--- src/rtl/cache_control.sv ---
// Sequencing FSM for the 2-way set-associative L1 cache datapath.
// Define CACHE_PERF_CNT_EN to add the hit/miss/writeback counters.
module cache_control #(
    parameter int unsigned CNT_W = 32
) (
    input  logic             clk,
    input  logic             rst,
    input  logic             mem_read,
    input  logic             mem_write,
    output logic             mem_resp,
    input  logic             hit,
    input  logic             valid,
    input  logic             dirty,
    input  logic             pmem_resp,
    output logic             pmem_read,
    output logic             pmem_write,
    output logic             load_tag,
    output logic             load_mem,
    output logic             set_valid,
    output logic             set_clean,
    output logic             set_dirty,
    output logic             load_lru,
    output logic             way_sel,
    output logic             addr_sel
`ifdef CACHE_PERF_CNT_EN
    ,
    output logic [CNT_W-1:0] hit_count,
    output logic [CNT_W-1:0] miss_count,
    output logic [CNT_W-1:0] wb_count
`endif
);

    typedef enum logic [1:0] {
        IDLE      = 2'd0,
        COMPARE   = 2'd1,
        WRITEBACK = 2'd2,
        ALLOCATE  = 2'd3
    } state_e;

    state_e state_q, state_d;
    logic   req;

    assign req = mem_read | mem_write;

    if (CNT_W < 1) begin : g_bad_cnt_w
        $error("CNT_W must be at least 1");
    end

    always_ff @(posedge clk or posedge rst) begin
        if (rst) state_q <= IDLE;
        else     state_q <= state_d;
    end

    always_comb begin
        state_d = state_q;
        unique case (state_q)
            IDLE: begin
                if (req) state_d = COMPARE;
            end
            COMPARE: begin
                // A request dropped during a burst lands here with req low.
                if (!req || hit)    state_d = IDLE;
                else if (valid && dirty) state_d = WRITEBACK;
                else                state_d = ALLOCATE;
            end
            WRITEBACK: begin
                if (pmem_resp) state_d = ALLOCATE;
            end
            ALLOCATE: begin
                if (pmem_resp) state_d = COMPARE;
            end
            default: state_d = IDLE;
        endcase
    end

    always_comb begin
        mem_resp   = 1'b0;
        pmem_read  = 1'b0;
        pmem_write = 1'b0;
        load_tag   = 1'b0;
        load_mem   = 1'b0;
        set_valid  = 1'b0;
        set_clean  = 1'b0;
        set_dirty  = 1'b0;
        load_lru   = 1'b0;
        way_sel    = 1'b0;
        addr_sel   = 1'b0;
        unique case (state_q)
            IDLE: ;
            COMPARE: begin
                if (req && hit) begin
                    mem_resp = 1'b1;
                    load_lru = 1'b1;
                    if (mem_write) begin
                        load_mem  = 1'b1;
                        set_dirty = 1'b1;
                    end
                end
            end
            WRITEBACK: begin
                way_sel    = 1'b1;
                addr_sel   = 1'b1;
                pmem_write = 1'b1;
            end
            ALLOCATE: begin
                way_sel   = 1'b1;
                pmem_read = 1'b1;
                if (pmem_resp) begin
                    load_mem  = 1'b1;
                    load_tag  = 1'b1;
                    set_valid = 1'b1;
                    set_clean = 1'b1;
                end
            end
            default: ;
        endcase
    end

`ifdef CACHE_PERF_CNT_EN
    logic             fill_q, fill_d;
    logic             hit_ev, miss_ev, wb_ev;
    logic [CNT_W-1:0] hit_q, hit_d;
    logic [CNT_W-1:0] miss_q, miss_d;
    logic [CNT_W-1:0] wb_q, wb_d;

    // A hit right after a fill is the tail of a miss, not a real hit.
    assign hit_ev  = (state_q == COMPARE) && req && hit && !fill_q;
    assign miss_ev = (state_q == COMPARE) && req && !hit;
    assign wb_ev   = (state_q == WRITEBACK) && pmem_resp;

    always_comb begin
        fill_d = fill_q;
        if (state_q == ALLOCATE && pmem_resp) fill_d = 1'b1;
        else if (state_q == COMPARE)          fill_d = 1'b0;
        hit_d  = hit_q;
        miss_d = miss_q;
        wb_d   = wb_q;
        if (hit_ev && !(&hit_q))   hit_d  = hit_q + 1'b1;
        if (miss_ev && !(&miss_q)) miss_d = miss_q + 1'b1;
        if (wb_ev && !(&wb_q))     wb_d   = wb_q + 1'b1;
    end

    always_ff @(posedge clk or posedge rst) begin
        if (rst) begin
            fill_q <= 1'b0;
            hit_q  <= '0;
            miss_q <= '0;
            wb_q   <= '0;
        end else begin
            fill_q <= fill_d;
            hit_q  <= hit_d;
            miss_q <= miss_d;
            wb_q   <= wb_d;
        end
    end

    assign hit_count  = hit_q;
    assign miss_count = miss_q;
    assign wb_count   = wb_q;
`endif

endmodule

--- config.mk ---
export PLATFORM = sky130hd
export DESIGN_NAME = cache_control
export DESIGN_NICKNAME = d
export VERILOG_FILES = /design/src/rtl/cache_control.sv
export SDC_FILE = /design/constraint.sdc
export NUM_CORES = 1
export LEC_CHECK = 0
export CORE_AREA = 4 4 41 43
export DETAILED_ROUTE_END_ITERATION = 6
export DIE_AREA = 0 0 45 47
export GPL_TIMING_DRIVEN = 1
export PLACE_DENSITY = 0.58
export SLEW_MARGIN = 20
export SYNTH_ARGS = -nofsm -noshare
export SYNTH_HDL_FRONTEND = slang
export SYNTH_SLANG_ARGS = --single-unit
--- constraint.sdc ---
create_clock -name clk -period 1.81 [get_ports clk]
set_clock_uncertainty 0.05 [all_clocks]
set_input_delay 0.2715 -clock clk [delete_from_list [all_inputs] [get_ports clk]]
set_output_delay 0.2715 -clock clk [all_outputs]
set_load 0.03 [all_outputs]
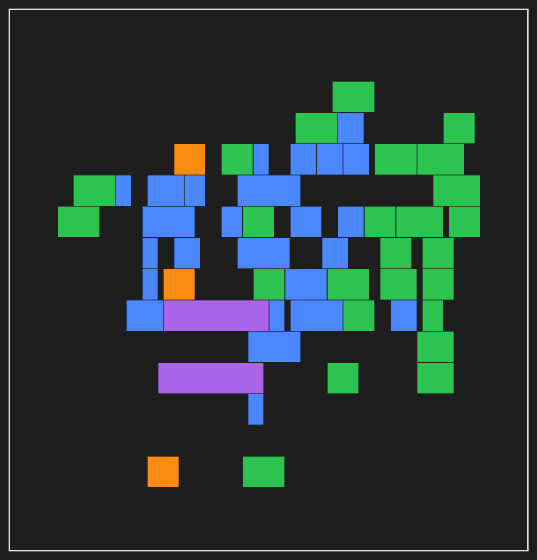
(images/cell_classes.png)
[orange] cells driving clock nets | cells: 3 | share of their area: 4.8%
[blue] all other logic | cells: 25 | share of their area: 39%
[green] other buffers and delay cells | cells: 25 | share of their area: 46%
[purple] flip-flops | cells: 2 | share of their area: 11%
post-route design area: 491.7 um2
Core Area: 1301 um2
cell row count: 13
Seq/total area: 0.1018

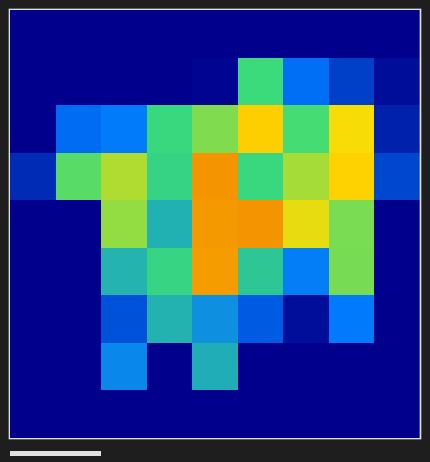
(images/density.png)
Bar = 10 um. 9 x 9 tiles, from dark blue (low) to red (high), 0 to 100% covered.
densest ninth of the die: middle
emptiest ninth of the die: bottom right
nearly empty tiles: 49%
tiles over 75% full: 7.4%

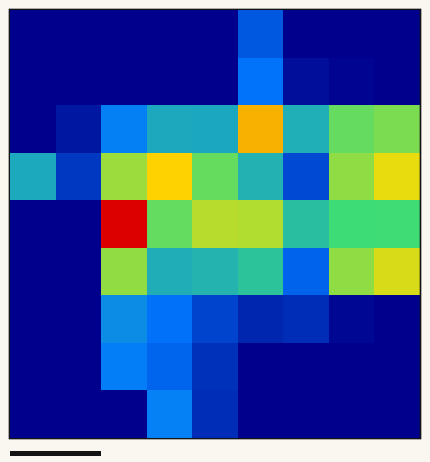
(images/wire_density.png)
Bar = 10 um. 9 x 9 tiles, from dark blue (low) to red (high), scaled to the fullest tile. Values are wire area over tile area, all layers added.
fullest tile: 0.28
emptiest ninth of the die: bottom right
nearly empty tiles: 46%
tiles over half the peak: 21%

==> run notes <==
For the number of levels in the clock H-tree, the log shows 1. The tools report the worst slew margin relative to its limit as 0.7927. With the arrival time of the worst setup path at 1430 ps, the number of nets produced by synthesis is 43. The run gives 0 as the number of pins exceeding their max-slew limit in the final report. For the post-synthesis sequential area ratio, the log shows 0.1923.

In the final design, more cell area goes to non-clock buffers than to any other class. The detailed placer reported the number of placed instances as 67. With the worst setup margin at 54.99 ps, the highest net fanout along the worst path is 3.

The run gives 1490 ps for the critical path required time. The detailed router placed 296 vias in this run. The logs give 0 for the antenna diode instance count and 150 ps for the slack of the worst reg-to-reg path. The endpoint of the worst setup timing path is load_lru.

The tools report the startpoint type of the worst setup path as an input pin. The sequential cells in the finished layout cover a total of 50.05 um2. With the horizontal die dimension at 45 um, the sequential fraction of design power is 0.126. Among all stages on the critical path, the maximum delay recorded is 430 ps. The initial cell density of the core was 0.2000; the maximum VDD drop was 449.1 uV.

Dividing total power by cell area gives a power density of 1429 nW/um2. The part of the cycle the worst path needs was 0.9696. Worst reg-to-reg path cell count: 6. The multi-input gate share of the layout cell area was 0.3333. Setup repair after global routing left no endpoint under its margin.

The met3 track demand over resource in global routing is 0.01916. According to the tapcell log, the count of inserted taps is 15. The area fraction in mux cells came out at 0. The flow ran to the end, and the final reports show no timing, DRC or antenna violations.

The clock sink count was 2; the growth of design area from synthesis to finish was 88.94%. The clock root buffer is clkbuf_4. On the critical path, the stage with the largest delay is an instance of clkdlybuf4s50_1. Tightest hold margin: 143.1 ps. Ratio of cells with drive above 1 in the final layout: 0.3818.

TritonCTS built the clock tree. The first-pass GRT wire length was 1090 um. The wire length after detailed routing was 701 um. Per the layout area report, the combinational gate area comes to 163.9 um2.

The setup path with the least slack is of type input pin to primary output. The finished layout holds 70 standard cells, fillers aside. The area fraction in xor and xnor cells is 0.

The filler cells instantiated in the layout total 149. The wire-length estimate of the detail-placed layout is 597.4 um. Highest attainable clock frequency: 569.8 MHz. The routed wirelength on the met1 layer is recorded as 262 um. The run gives 0.727 as the power share of the combinational group. Sequential power for this build is 88.7 uW.

The internal portion of the total power is 372.1 uW. Max-cap violations in this run came to 0. The largest registers in the layout are state_q x2. The worst register-to-register path ends at state_q[1]. The script reports the combined buffer and inverter count of the critical path as 2. Entering global routing, the biggest net connects 5 pins. Per the post-CTS timing run, clock transition at the registers of the reported paths is 30 ps. In this run the worst setup path begins at mem_write. Counting distinct cell types in the post-synthesis netlist gives 16. Top register by number of flip-flops: state_q. The run gives 15 for the number of resized instances in the post-cts repair step. The final layout reports a setup TNS of 0 ps. Using the TritonRoute via totals, the vias-per-cell ratio works out to 4.229. The placer's final routability congestion estimate came out at 0.7243.

The number of warnings reported in the stage logs is 30. Post-synthesis, Yosys gives the total cell area as 260.2 um2. Wire length on met3: 110 um. Count of buffers inserted at the top-level ports: 18.

The tally of yosys warning messages came out at 0. Yosys attributes the largest share of cell area to dfrtp_1 (19%), ha_1 (19%), buf_4 (12%). According to the floorplan report, the die height is 47 um. The combined area of all synthesized cells is 260.3 um2, and the overall track demand over capacity in global routing is 0.08057. For the number of multi-input combinational cells, the log shows 20.

Top cell type's share of synthesized area: 0.1923. The synthesis report names the predominant flop master as dfrtp_1. Counting endpoints that fail hold in the final report gives 0. The number of buffers created by CTS was 3; the clock network area share was 0.04580. Before antenna repair, the detailed router went through 3 iterations. Counting along the longest clock path gives a buffer depth of 2.

Combinational power for this build is 511 uW. The fraction of synthesis flops using an asynchronous set or reset pin is 1.000. The group that draws the most power in this run is combinational cells.

Per the layout report, the design carries 3 clock buffers. The final core utilization was 0.3779.
No activity file was given, so power comes from the tool's default toggle rates.
